## src/rtl/sid_pkg.sv

```systemverilog
// Register map and shared constants for the SID core.
// The oscillators and sid_env import this package as well.
package sid_pkg;

    localparam int NUM_VOICES   = 3;
    localparam int VOICE_STRIDE = 7;

    // Voice-relative offsets; add VOICE_STRIDE*v for voice v
    localparam logic [4:0] REG_FREQ_LO  = 5'h00;
    localparam logic [4:0] REG_FREQ_HI  = 5'h01;
    localparam logic [4:0] REG_PW_LO    = 5'h02;
    localparam logic [4:0] REG_PW_HI    = 5'h03;
    localparam logic [4:0] REG_CTRL     = 5'h04;
    localparam logic [4:0] REG_AD       = 5'h05;
    localparam logic [4:0] REG_SR       = 5'h06;

    localparam logic [4:0] REG_FC_LO    = 5'h15;
    localparam logic [4:0] REG_FC_HI    = 5'h16;
    localparam logic [4:0] REG_RES_FILT = 5'h17;
    localparam logic [4:0] REG_MODE_VOL = 5'h18;
    localparam logic [4:0] REG_POTX     = 5'h19;
    localparam logic [4:0] REG_POTY     = 5'h1A;
    localparam logic [4:0] REG_OSC3     = 5'h1B;
    localparam logic [4:0] REG_ENV3     = 5'h1C;

    function automatic logic is_readable(input logic [4:0] addr);
        return (addr >= REG_POTX) && (addr <= REG_ENV3);
    endfunction

endpackage

```

## src/rtl/sid_bus_latch.sv

```systemverilog
// SID data-bus latch: holds the last value seen on the bus and
// fades it to $00 after DECAY_CYCLES enables with no access.
module sid_bus_latch #(
    parameter int DECAY_CYCLES = 8192
) (
    input  logic       clk_i,
    input  logic       n_reset_i,
    input  logic       clk_en_i,
    input  logic       access_i,
    input  logic       load_i,
    input  logic [7:0] value_i,
    output logic [7:0] latch_o
);

    localparam int CW = $clog2(DECAY_CYCLES + 1);

    logic [CW-1:0] count_q, count_d;
    logic [7:0]    latch_q, latch_d;

    // An access always restarts the decay window, even when it does not reload the latch
    always_comb begin
        count_d = count_q;
        latch_d = latch_q;
        if (access_i) begin
            count_d = '0;
            if (load_i) begin
                latch_d = value_i;
            end
        end else if (count_q != CW'(DECAY_CYCLES)) begin
            count_d = count_q + 1'b1;
            if (count_q == CW'(DECAY_CYCLES - 1)) begin
                latch_d = 8'h00;
            end
        end
    end

    always_ff @(posedge clk_i or negedge n_reset_i) begin
        if (!n_reset_i) begin
            count_q <= '0;
            latch_q <= 8'h00;
        end else if (clk_en_i) begin
            count_q <= count_d;
            latch_q <= latch_d;
        end
    end

    assign latch_o = latch_q;

endmodule

```

## src/rtl/sid_bus_if.sv

```systemverilog
// CPU-side register interface of the SID: decodes $00-$1F, holds the
// voice/filter/volume images and returns pots, OSC3 and ENV3 on reads.
module sid_bus_if
    import sid_pkg::*;
#(
    parameter int DECAY_CYCLES = 8192,
    parameter int VOICES       = NUM_VOICES
) (
    input  logic                    clk_i,
    input  logic                    n_reset_i,
    input  logic                    clk_en_i,
    input  logic                    cs_n_i,
    input  logic                    rw_i,
    input  logic [4:0]              addr_i,
    input  logic [7:0]              data_in_i,
    output logic [7:0]              data_out_o,
    output logic                    data_oe_o,
    input  logic [7:0]              potx_i,
    input  logic [7:0]              poty_i,
    input  logic [7:0]              osc3_i,
    input  logic [7:0]              env3_i,
    output logic [VOICES-1:0][15:0] freq_o,
    output logic [VOICES-1:0][11:0] pw_o,
    output logic [VOICES-1:0][7:0]  ctrl_o,
    output logic [VOICES-1:0][3:0]  atk_o,
    output logic [VOICES-1:0][3:0]  dcy_o,
    output logic [VOICES-1:0][3:0]  stn_o,
    output logic [VOICES-1:0][3:0]  rls_o,
    output logic [10:0]             fc_o,
    output logic [7:0]              res_filt_o,
    output logic [7:0]              mode_vol_o
);

    logic [VOICES-1:0][15:0] freq_q, freq_d;
    logic [VOICES-1:0][11:0] pw_q, pw_d;
    logic [VOICES-1:0][7:0]  ctrl_q, ctrl_d;
    logic [VOICES-1:0][7:0]  ad_q, ad_d;
    logic [VOICES-1:0][7:0]  sr_q, sr_d;
    logic [2:0]              fc_lo_q, fc_lo_d;
    logic [7:0]              fc_hi_q, fc_hi_d;
    logic [7:0]              res_filt_q, res_filt_d;
    logic [7:0]              mode_vol_q, mode_vol_d;
    logic [7:0]              data_out_q, data_out_d;
    logic                    data_oe_q, data_oe_d;

    logic       access, rd_access, wr_access, readable;
    logic [7:0] rd_value, bus_latch;

    assign access    = ~cs_n_i;
    assign rd_access = access & rw_i;
    assign wr_access = access & ~rw_i;
    assign readable  = is_readable(addr_i);

    always_comb begin
        case (addr_i)
            REG_POTX: rd_value = potx_i;
            REG_POTY: rd_value = poty_i;
            REG_OSC3: rd_value = osc3_i;
            REG_ENV3: rd_value = env3_i;
            default:  rd_value = bus_latch;
        endcase
    end

    sid_bus_latch #(
        .DECAY_CYCLES(DECAY_CYCLES)
    ) u_bus_latch (
        .clk_i     (clk_i),
        .n_reset_i (n_reset_i),
        .clk_en_i  (clk_en_i),
        .access_i  (access),
        .load_i    (wr_access | (rd_access & readable)),
        .value_i   (rw_i ? rd_value : data_in_i),
        .latch_o   (bus_latch)
    );

    // Write decode; addresses $19-$1F fall through and leave every image untouched
    always_comb begin
        freq_d     = freq_q;
        pw_d       = pw_q;
        ctrl_d     = ctrl_q;
        ad_d       = ad_q;
        sr_d       = sr_q;
        fc_lo_d    = fc_lo_q;
        fc_hi_d    = fc_hi_q;
        res_filt_d = res_filt_q;
        mode_vol_d = mode_vol_q;
        if (wr_access) begin
            for (int v = 0; v < VOICES; v++) begin
                if (addr_i == 5'(v * VOICE_STRIDE) + REG_FREQ_LO) freq_d[v][7:0]  = data_in_i;
                if (addr_i == 5'(v * VOICE_STRIDE) + REG_FREQ_HI) freq_d[v][15:8] = data_in_i;
                if (addr_i == 5'(v * VOICE_STRIDE) + REG_PW_LO)   pw_d[v][7:0]    = data_in_i;
                if (addr_i == 5'(v * VOICE_STRIDE) + REG_PW_HI)   pw_d[v][11:8]   = data_in_i[3:0];
                if (addr_i == 5'(v * VOICE_STRIDE) + REG_CTRL)    ctrl_d[v]       = data_in_i;
                if (addr_i == 5'(v * VOICE_STRIDE) + REG_AD)      ad_d[v]         = data_in_i;
                if (addr_i == 5'(v * VOICE_STRIDE) + REG_SR)      sr_d[v]         = data_in_i;
            end
            if (addr_i == REG_FC_LO)    fc_lo_d    = data_in_i[2:0];
            if (addr_i == REG_FC_HI)    fc_hi_d    = data_in_i;
            if (addr_i == REG_RES_FILT) res_filt_d = data_in_i;
            if (addr_i == REG_MODE_VOL) mode_vol_d = data_in_i;
        end
    end

    // Write-only and unused addresses read back whatever the bus latch holds
    always_comb begin
        data_oe_d  = rd_access;
        data_out_d = data_out_q;
        if (rd_access) begin
            data_out_d = readable ? rd_value : bus_latch;
        end
    end

    always_ff @(posedge clk_i or negedge n_reset_i) begin
        if (!n_reset_i) begin
            freq_q     <= '0;
            pw_q       <= '0;
            ctrl_q     <= '0;
            ad_q       <= '0;
            sr_q       <= '0;
            fc_lo_q    <= '0;
            fc_hi_q    <= '0;
            res_filt_q <= '0;
            mode_vol_q <= '0;
            data_out_q <= '0;
            data_oe_q  <= 1'b0;
        end else if (clk_en_i) begin
            freq_q     <= freq_d;
            pw_q       <= pw_d;
            ctrl_q     <= ctrl_d;
            ad_q       <= ad_d;
            sr_q       <= sr_d;
            fc_lo_q    <= fc_lo_d;
            fc_hi_q    <= fc_hi_d;
            res_filt_q <= res_filt_d;
            mode_vol_q <= mode_vol_d;
            data_out_q <= data_out_d;
            data_oe_q  <= data_oe_d;
        end
    end

    always_comb begin
        for (int v = 0; v < VOICES; v++) begin
            atk_o[v] = ad_q[v][7:4];
            dcy_o[v] = ad_q[v][3:0];
            stn_o[v] = sr_q[v][7:4];
            rls_o[v] = sr_q[v][3:0];
        end
    end

    assign freq_o     = freq_q;
    assign pw_o       = pw_q;
    assign ctrl_o     = ctrl_q;
    assign fc_o       = {fc_hi_q, fc_lo_q};
    assign res_filt_o = res_filt_q;
    assign mode_vol_o = mode_vol_q;
    assign data_out_o = data_out_q;
    assign data_oe_o  = data_oe_q;

endmodule

```

## config.mk

```make
export PLATFORM = sky130hd
export DESIGN_NAME = sid_bus_if
export DESIGN_NICKNAME = d
export VERILOG_FILES = /design/src/rtl/sid_pkg.sv /design/src/rtl/sid_bus_latch.sv /design/src/rtl/sid_bus_if.sv
export SDC_FILE = /design/constraint.sdc
export NUM_CORES = 1
export LEC_CHECK = 0
export ABC_AREA = 1
export CAP_MARGIN = 20
export CORE_MARGIN = 4
export CORE_UTILIZATION = 48
export DETAILED_ROUTE_END_ITERATION = 7
export PLACE_DENSITY = 0.91
export SETUP_SLACK_MARGIN = 0.1
export SYNTH_ARGS = -nofsm -noshare
export SYNTH_HDL_FRONTEND = slang
export SYNTH_SLANG_ARGS = --single-unit
```

## constraint.sdc

```tcl
create_clock -name clk_i -period 2.3 [get_ports clk_i]
set_input_delay 0.46 -clock clk_i [delete_from_list [all_inputs] [get_ports clk_i]]
set_output_delay 0.46 -clock clk_i [all_outputs]
set_load 0.05 [all_outputs]
```

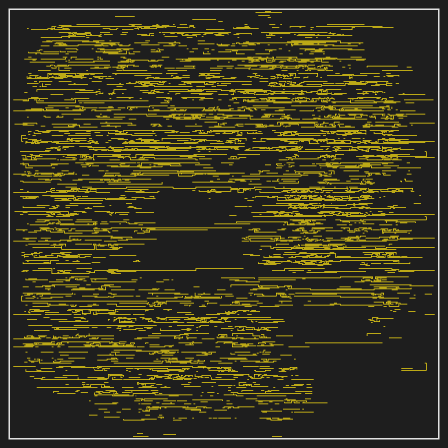
Fig. 1. Met1 routing (run 1).
wire length on this layer: 10800 um
nets with wire on the layer: 1147

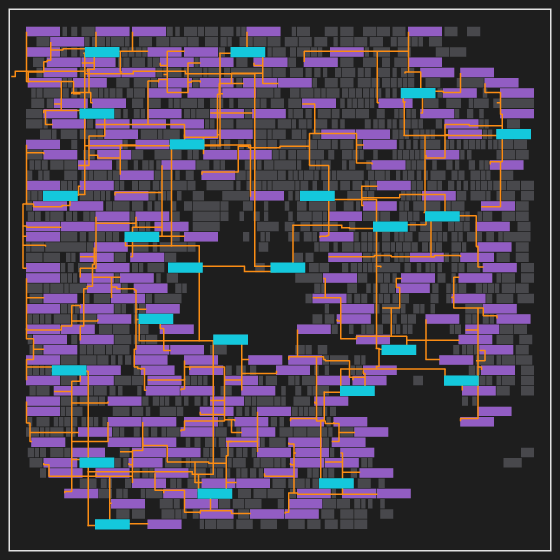
Fig. 2. Routed clock nets over the placement (run 1).
[cells driving clock nets] cyan | count: 23
[flip-flops] purple | count: 214
[clock wires] orange | length: 2590 um
routed clock nets: 24
flops lie: spread over the die

==> flow_metrics.tcl, run 1 <==
# place-and-route summary
set metrics [dict create \
    fp.dieH_um 143 \
    yosys_area_um2 8750 \
    clockBufferDepth 3 \
    root_buffer "clkbuf_16" \
    grt_use_met2 0.475 \
    grtUsageMet3 0.0978 \
    hold_ws_ns 0.471 \
    path_cells "clkdlybuf4s50_1" \
    crit_fanout 2 \
    grt_pass1_wl_um 45600 \
    rsz0062_at_grt "false" \
    hold_class "input pin to asynchronous set/reset pin" \
    initial_utilization 0.487 \
    clock_latency_ns 0.51 \
    skew_ns 0.00472 \
    routedWlPerCell_um 20.5 \
    path_class "flip-flop to output pin" \
    die_w_um 143 \
    dpl.hpwl_um 19900 \
    nNetsFinal 1267 \
    drtIter0Drc 855 \
    p_leak_uw 0.00697 \
    syn_inst 936 \
    slowest_stage "clkdlybuf4s50_1" \
    rows 49 \
    portBuffers 241 \
    drv_slew 0 \
    wirelength_um 30000 \
    synth_seq_share 0.612 \
    numCtsBuffers 23 \
    status "complete, no violations" \
    tightestPinTransition_ns 0.588 \
    stage_log_warnings 27 \
    antenna_left 0 \
    power_density_nw_per_um2 892 \
    setup_viol 0 \
    grt_usage 0.288 \
    htree_levels 1 \
    gp_congestion 0.899 \
    diodes 0 \
    start_kind "flip-flop" \
    grt_overflow_total 0 \
    routed_via_density 5.57 \
    route.vias.total 8135 \
    period_used_share 0.947 \
    netlist_area_um2 8750 \
    use_met1 0.353 \
    drive_gt1_frac 0.113 \
    clk_pin_slew_ns 0.07 \
    relSlewSlack 0.607 \
    ys_cells 936 \
    drc 0 \
    cts_tree "done" \
    crit_family "buffers and inverters" \
]
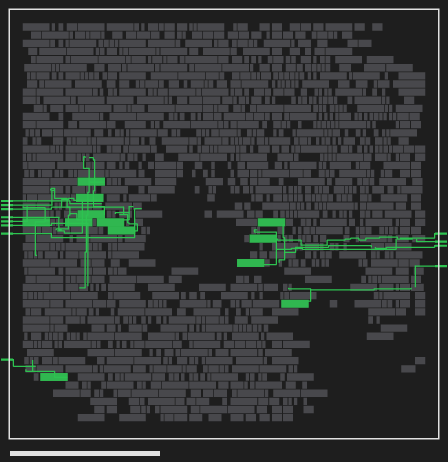
Fig. 3. Port wiring (run 1).
The bar under the picture is 50 um long.
| port | color | bits | direction | edge | end cells | buffers | wire |
|---|---|---|---|---|---|---|---|
| atk_o | green | 12 | output | 8 left, 4 right | 12 | 12 | 732 um |

run 1: per-layer routing:
metal,wire length (um),part of all wire,vias up
met2,14900,0.50,453
met4,1150,0.038,0
met3,3140,0.10,93
met5,0,0,-
li1,-,-,3654
met1,10800,0.36,3935
run 1: final timing paths:
check                                        from  slack (ns)  cells past startpoint                     end
max                                    freq_o[24]        0.12                      1              freq_o[24]
min                                     n_reset_i        0.47                      2                 pw_o[7]
max reg2reg                u_bus_latch.count_q[1]        0.30                     10  u_bus_latch.latch_o[4]
min reg2reg                         res_filt_o[3]        0.48                      2           res_filt_o[3]
max in group asynchronous               n_reset_i        1.16                      3           data_out_o[1]
min in group clk_i                  res_filt_o[3]        0.48                      2           res_filt_o[3]
run 1: sequential cells by signal (all words and copies together) (netlist names), 12 cells and up:
name	flops
atk_o	12
ctrl_o	24
dcy_o	12
freq_o	48
pw_o	36
rls_o	12
stn_o	12
u_bus_latch.count_q	14
run 1: what timing repair did:
action	4_1_cts	5_1_grt
pin swaps	0	0
setup buffers	0	0
hold endpoints to repair	45	0
gates resized	30	64
endpoints found under the setup margin	30	70
hold buffers	1	0
run 1: metrics by stage:
stage / setup WS, ns / utilization / setup TNS [ns] / area, um2 / instances
final: 0.123 / 0.714 / 0 / 12800 / 1461
after floorplan: 0.593 / - / 0 / 8750 / 936
after global placement: 0.0290 / 0.660 / 0 / 11900 / 1418
after detailed placement: -0.0717 / 0.660 / -0.207 / 11900 / 1418
after CTS: 0.100 / 0.704 / 0 / 12700 / 1461
after global routing: 0.0935 / 0.714 / 0 / 12800 / 1461
run 1: kinds of logic (layout without fill, tap and decap cells):
| kind of cell | Yosys count | after routing | synth area share |
|---|---|---|---|
| simple gates | 425 | 425 | 0.216 |
| flops | 214 | 214 | 0.612 |
| compound gates | 203 | 203 | 0.117 |
| buf+inv | 83 | 379 | 0.0410 |
| mux | 8 | 8 | 0.0103 |
| fa+ha+maj | 2 | 2 | 0.00286 |
| xor+xnor | 1 | 1 | 0.00100 |
run 1: report_power, final:
part,internal [uW],leakage (uW),switching [uW],total (uW)
Clock,2410,0.000411,1560,3970
Sequential,4170,0.00288,252,4420
Combinational,930,0.00368,2120,3050
Total,7510,0.00697,3930,11400
run 1: cell usage after synthesis (all sizes together):
cell type	n	area (um2)
a21oi	98	502
buf	21	124
clkbuf	24	90.1
clkinv	2	7.51
dfrtp	214	5360
ha	2	25.0
inv	36	138
mux2	8	90.1
nand2	205	787
nand3	50	250
nand3b	1	7.51
nand4	24	150
nor2	134	583
nor3	11	111
o21ai	105	526
xor2	1	8.76
run 1: area by class of cell:
| cell class | instances | area (um2) |
|---|---|---|
| sequential | 214 | 5360 |
| fill | 1204 | 5150 |
| timing repair buffer | 299 | 3160 |
| multi-input combinational | 639 | 3050 |
| clock buffer | 31 | 676 |
| tap | 229 | 287 |
| clock inverter | 11 | 148 |
| inverter | 38 | 145 |
Fig. 4: run 1, routing congestion
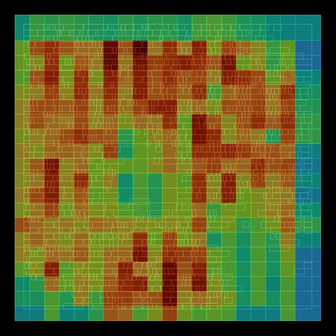

==> run 1 -> run 2 <==
CORE_MARGIN = 1   (was 4)
SETUP_SLACK_MARGIN = 0.4   (was 0.1)
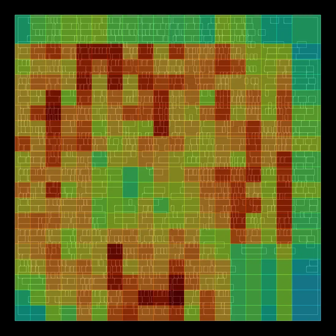
Fig. 5. Routing congestion (run 2).
GR peak layer: met2
met3 GRT Util: 0.0785
GR Layer Usage met2: 0.510
gr usage total: 0.302
WL per Instance: 19.2 um

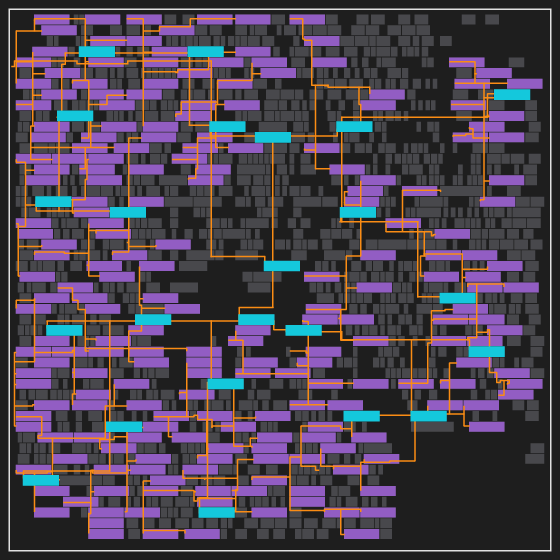
Fig. 6. Routed clock nets over the placement (run 2).
[clock wires] orange | length: 2460 um
[flip-flops] purple | count: 214
[cells driving clock nets] cyan | count: 23
flops lie: spread over the die
routed clock nets: 24

==> run 2 against run 1 <==
Effect of this change: area after synthesis is the same; flip-flop count is the same; count of clock-buffer cells in the layout grew 1; worst hold slack gained 0.010 ns; via count shrank 2.6%; setup slack gained 0.29 ns; critical endpoint is now mode_vol_o[2]; wire length shrank 6.4%; clock skew grew 0.0040 ns; critical path type unchanged; largest power group unchanged; total power shrank 4.8%; fmax grew 16%; combinational power shrank 6.6%.
==> flow_metrics.tcl, run 2 <==
# place-and-route summary
set metrics [dict create \
    netlist_area_um2 8750 \
    final.setup.tns_ns 0 \
    p_leak_uw 0.00637 \
    holdPathEnd "ctrl_o[0]" \
    largest_register_ff_count 48 \
    status "complete, no violations" \
    path_cells "dlygate4sd2_1" \
    path_class "flip-flop to output pin" \
    clockBufferDepth 3 \
    r2r-start "u_bus_latch.count_q[0]" \
    portBuffers 241 \
    grt_pass1_wl_um 42900 \
    place_inst 1419 \
    route.vias.total 7924 \
    path_depth 1 \
    setup_viol 0 \
    rsz0062_at_grt "true" \
    met1_length_um 10700 \
    async_flop_share 1.00 \
    area_leaders "dfrtp_1 (61%), nand2_1 (8.6%), o21ai_0 (5.7%), a21oi_1 (5.5%), nor2_1 (5.1%)" \
    syn_inst 936 \
    hold_class "flip-flop to flip-flop" \
    wl_met3_um 2460 \
    regArea_um2 5360 \
    cts_tree "done" \
    reg2reg_to "u_bus_latch.latch_o[2]" \
    stdcell_count 1461 \
    gp_congestion 0.922 \
    die_w_um 137 \
    root_buffer "clkbuf_16" \
    holdPathStages 2 \
    initial_utilization 0.489 \
    drtIter0Drc 575 \
    rows 49 \
    top_layer_used "met4" \
    drive_gt1_frac 0.115 \
    common_cells "dfrtp_1 (214), nand2_1 (200), nor2_1 (119)" \
]
## run 2: routing by layer
metal  vias to the layer above  GRT usage
met5                         -          0
met4                         0      0.104
met3                        73     0.0785
met2                       352      0.510
met1                      3838      0.375
li1                       3661          -
## run 2: worst max-delay path by stage
stage	from	slack, ns	end
2_1_floorplan	u_bus_latch.count_q[0]	0.59	u_bus_latch.latch_o[0]
3_3_place_gp	addr_i[4]	-0.05	u_bus_latch.latch_o[7]
3_5_place_dp	addr_i[4]	-0.02	u_bus_latch.latch_o[1]
4_1_cts	ctrl_o[18]	0.37	ctrl_o[18]
5_1_grt	u_bus_latch.count_q[0]	0.39	u_bus_latch.latch_o[2]
6_report	mode_vol_o[2]	0.42	mode_vol_o[2]
## run 2: cells by family (layout without fill, tap and decap cells)
kind of cell,Yosys count,count (layout),share of synthesized area
and+or+nand+nor,425,425,0.216
muxes,8,8,0.0103
adders and majority gates,2,2,0.00286
buffers and inverters,83,379,0.0410
AOI/OAI and AO/OA,203,203,0.117
xor gates and xnor gates,1,1,0.00100
DFF,214,214,0.612
## run 2: where the power goes
part | internal [uW] | total [uW] | switching (uW) | leakage, uW
Combinational | 738 | 2850 | 2110 | 0.00313
Sequential | 4170 | 4410 | 237 | 0.00288
Clock | 2210 | 3640 | 1430 | 0.000354
Total | 7110 | 10900 | 3780 | 0.00637
## run 2: timing repair
item / CTS / global route
resized: 197 / 73
endpoints found under the hold margin: 35 / 0
endpoints found under the setup margin: 200 / 72
hold buffers: 1 / 0
setup buffers: 0 / 2
pin swaps: 0 / 1
## run 2: worst min-delay path, cell delays in order, from the launching register on
cell and delay, ns:
dfrtp_1 0.34, nand2_1 0.05, o21ai_0 0.06
## run 2: area by class of cell
type,instances,area share
Multi-Input combinational cell,639,0.248
Tap cell,229,0.0230
Sequential cell,214,0.430
Clock buffer,32,0.0497
Timing Repair Buffer,302,0.229
Clock inverter,7,0.00903
Inverter,38,0.0116
## run 2: metrics by stage
step | instance area [um2] | hold slack, ns | worst slack (ns)
floorplan | 8750 | 0.164 | 0.593
global placement | 11800 | 0.464 | -0.0462
detailed placement | 11800 | 0.473 | -0.0214
CTS | 12400 | 0.483 | 0.373
global route | 12500 | 0.503 | 0.389
finish | 12500 | 0.481 | 0.418
Fig. 7: run 2, met1 routing
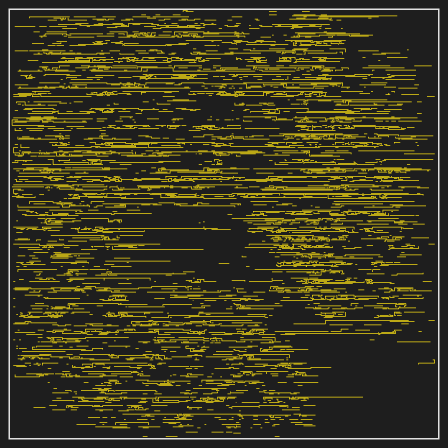

==> run 2 -> run 3 <==
CORE_UTILIZATION = 44   (was 48)
PLACE_DENSITY = 0.88   (was 0.91)
clock period = 1.7 ns   (was 2.3 ns; I/O delays follow)
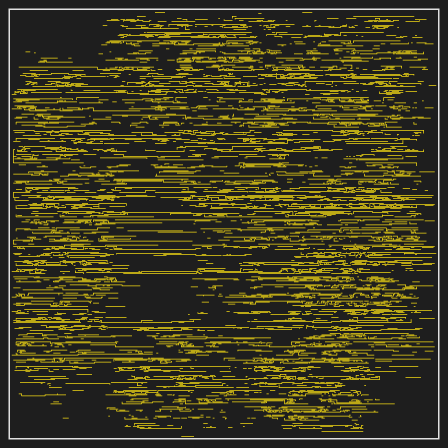
Fig. 8. Met1 routing (run 3).
longest straight run: 37.7 um
wire length on this layer: 13100 um
main direction: horizontal
nets with wire on the layer: 1291
share of all routed wire: 37%

==> run 3 against run 2 <==
Effect of this change: cell area rose by 19%; setup slack lost 0.36 ns; total power grew 51%; worst hold slack got worse by 0.13 ns; highest routed layer unchanged.
==> flow_metrics.tcl, run 3 <==
# place-and-route summary
set metrics [dict create \
    area_leaders "dfrtp_1 (61%), nand2_1 (8.6%), o21ai_0 (5.7%), a21oi_1 (5.5%), nor2_1 (5.1%)" \
    skew_ns 0.00432 \
    netlist_area_um2 8750 \
    grt_overflow_total 0 \
    wirelength_um 35400 \
    r2r-start "u_bus_latch.count_q[0]" \
    startpoint "u_bus_latch.count_q[0]" \
    relSlewSlack 0.668 \
    tightestPinTransition_ns 0.494 \
    area_delta_synth_final_pct 69.7 \
    die_w_um 143 \
    antenna_left 0 \
    grt_max_degree 47 \
    crit_family "simple AND/OR/NAND/NOR gates" \
    grt_pass1_vias 8903 \
    drv_slew 0 \
    numCtsBuffers 23 \
    rsz0062_at_grt "true" \
    routed_via_density 5.49 \
    async_flop_share 1.00 \
    initial_utilization 0.450 \
    synth_seq_share 0.612 \
    reg2reg_to "u_bus_latch.latch_o[4]" \
    ys.flop_type "dfrtp_1" \
    gp_congestion 0.956 \
    place_inst 1483 \
    setup_viol 0 \
    ys_cells 936 \
    slowest_stage "dfrtp_1" \
    numSynthFlops 214 \
    yosysWarnings 0 \
    syn_inst 936 \
    cpPeakStageDelay_ns 0.38 \
    status "complete, no violations" \
    yosysUniqueCellTypes 29 \
    top_area_frac 0.612 \
    cts.sinks 214 \
    path_class "flip-flop to flip-flop" \
    p_leak_uw 0.00731 \
    drive_gt1_frac 0.428 \
    clk_pin_slew_ns 0.06 \
    htree_levels 1 \
    lay_top_cells "dfrtp_1 (213), buf_6 (202), nand2_1 (183)" \
    common_cells "dfrtp_1 (214), nand2_1 (200), nor2_1 (119)" \
    route.vias.total 9126 \
    hold_class "input pin to asynchronous set/reset pin" \
    power_density_nw_per_um2 1110 \
    yosys_area_um2 8750 \
    utilization 0.763 \
    cts_tree "done" \
    endpoint_kind "flip-flop" \
    crit_fanout 8 \
    pin_count 242 \
    finalPower_uw 16500 \
    fp.dieH_um 143 \
    fillers 1155 \
    edf_count 0 \
    path_depth 9 \
    drc 0 \
    chipArea_um2 20500 \
    reg2reg_slack_ns 0.06 \
    drtIter0Drc 613 \
    dpl.hpwl_um 20000 \
    synth.most_common_cell "dfrtp_1" \
    root_buffer "clkbuf_16" \
    nNetsFinal 1429 \
    hold_viol_final 0 \
    period_used_share 0.964 \
    ir_worst_vdd_mv 0.765 \
    crit_arrival_ns 2.09 \
    rows 51 \
    stdcell_count 1661 \
    grt_pass1_wl_um 49300 \
    critPathCapture "u_bus_latch.latch_o[4]" \
    lay_top_count "dfrtp_1" \
    clock_latency_ns 0.50 \
    timing.fmax_mhz 610 \
    path_cells "ha_2 -> nand2_4 -> nor2_4 -> nand3_2 -> nor2_4 -> nand3_4 -> a21oi_4 -> nand2_1 -> nand2_1" \
    start_kind "flip-flop" \
    grt_usage 0.319 \
    first_pass_iters 5 \
    portBuffers 241 \
    routedWlPerCell_um 21.3 \
    worst_ep_required_time_ns 2.15 \
    clockBufferDepth 3 \
    stage_log_warnings 30 \
    rr_worst_depth 9 \
    largest_register_ff_count 48 \
    post-synth-top-area-cell "dfrtp_1" \
]
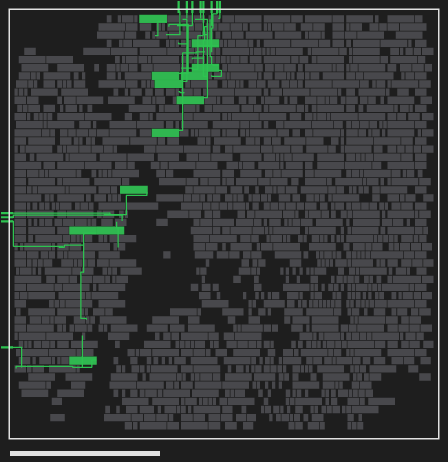
Fig. 9. Port wiring (run 3).
The bar under the picture is 50 um long.
| port | color | bits | direction | edge | end cells | buffers | wire |
|---|---|---|---|---|---|---|---|
| atk_o | green | 12 | output | 8 top, 4 left | 12 | 12 | 494 um |

==> run 3: cell counts after synthesis <==
Identical to the previous run, type by type.
==> run 3: worst min path at each step <==
stage	from	endpoint	slack, ns
final	n_reset_i	freq_o[15]	0.35
after global routing	n_reset_i	stn_o[11]	0.39
after CTS	n_reset_i	freq_o[11]	0.35
after detailed placement	n_reset_i	freq_o[11]	0.33
after global placement	n_reset_i	freq_o[11]	0.32
after floorplan	n_reset_i	atk_o[0]	0.04
==> run 3: kinds of logic after synthesis <==
| kind of cell | count (synthesis) | synth area share |
|---|---|---|
| compound gates | 203 | 0.117 |
| xor+xnor | 1 | 0.00100 |
| fa+ha+maj | 2 | 0.00286 |
| buf+inv | 83 | 0.0410 |
| flops | 214 | 0.612 |
| mux | 8 | 0.0103 |
| simple gates | 425 | 0.216 |
==> run 3: final cells by class <==
| class | instances | area, um2 | area share |
|---|---|---|---|
| antenna | 2 | 5.00 | 0.000337 |
| clock buffer | 31 | 656 | 0.0441 |
| clock inverter | 11 | 136 | 0.00918 |
| inverter | 38 | 156 | 0.0105 |
| multi-input combinational | 641 | 3560 | 0.239 |
| sequential | 214 | 5360 | 0.361 |
| tap | 265 | 332 | 0.0223 |
| timing repair buffer | 459 | 4660 | 0.314 |
==> run 3: repair_timing <==
action	in CTS	in global routing
hold endpoints to repair	36	0
cloned	4	2
setup endpoints to repair	405	335
hold buffers	1	0
setup buffers	64	63
pin swaps	11	17
gates resized	253	63
==> run 3: layer usage <==
metal | global-route usage | vias to the layer above | routed length, um
met2 | 0.541 | 569 | 17700
met5 | 0 | - | 0
met4 | 0.147 | 0 | 1670
li1 | - | 3996 | -
met3 | 0.0664 | 122 | 2890
met1 | 0.389 | 4439 | 13100
==> run 3: per-stage QoR <==
step	cell area, um2	TNS (ns)	setup slack, ns	hold WS (ns)
2_1_floorplan	9160	0	0.168	0.0444
3_3_place_gp	12000	-54.92	-0.379	0.322
3_5_place_dp	12000	-62.75	-0.432	0.327
4_1_cts	14300	0	0.119	0.348
5_1_grt	14900	-0.315	-0.0516	0.388
6_report	14900	0	0.0605	0.350
==> run 3: where the power goes <==
group,internal [uW],switching [uW]
Clock,3170,2110
Sequential,5640,491
Combinational,1930,3150
Total,10700,5750
Power and IR drop assume default switching activity.
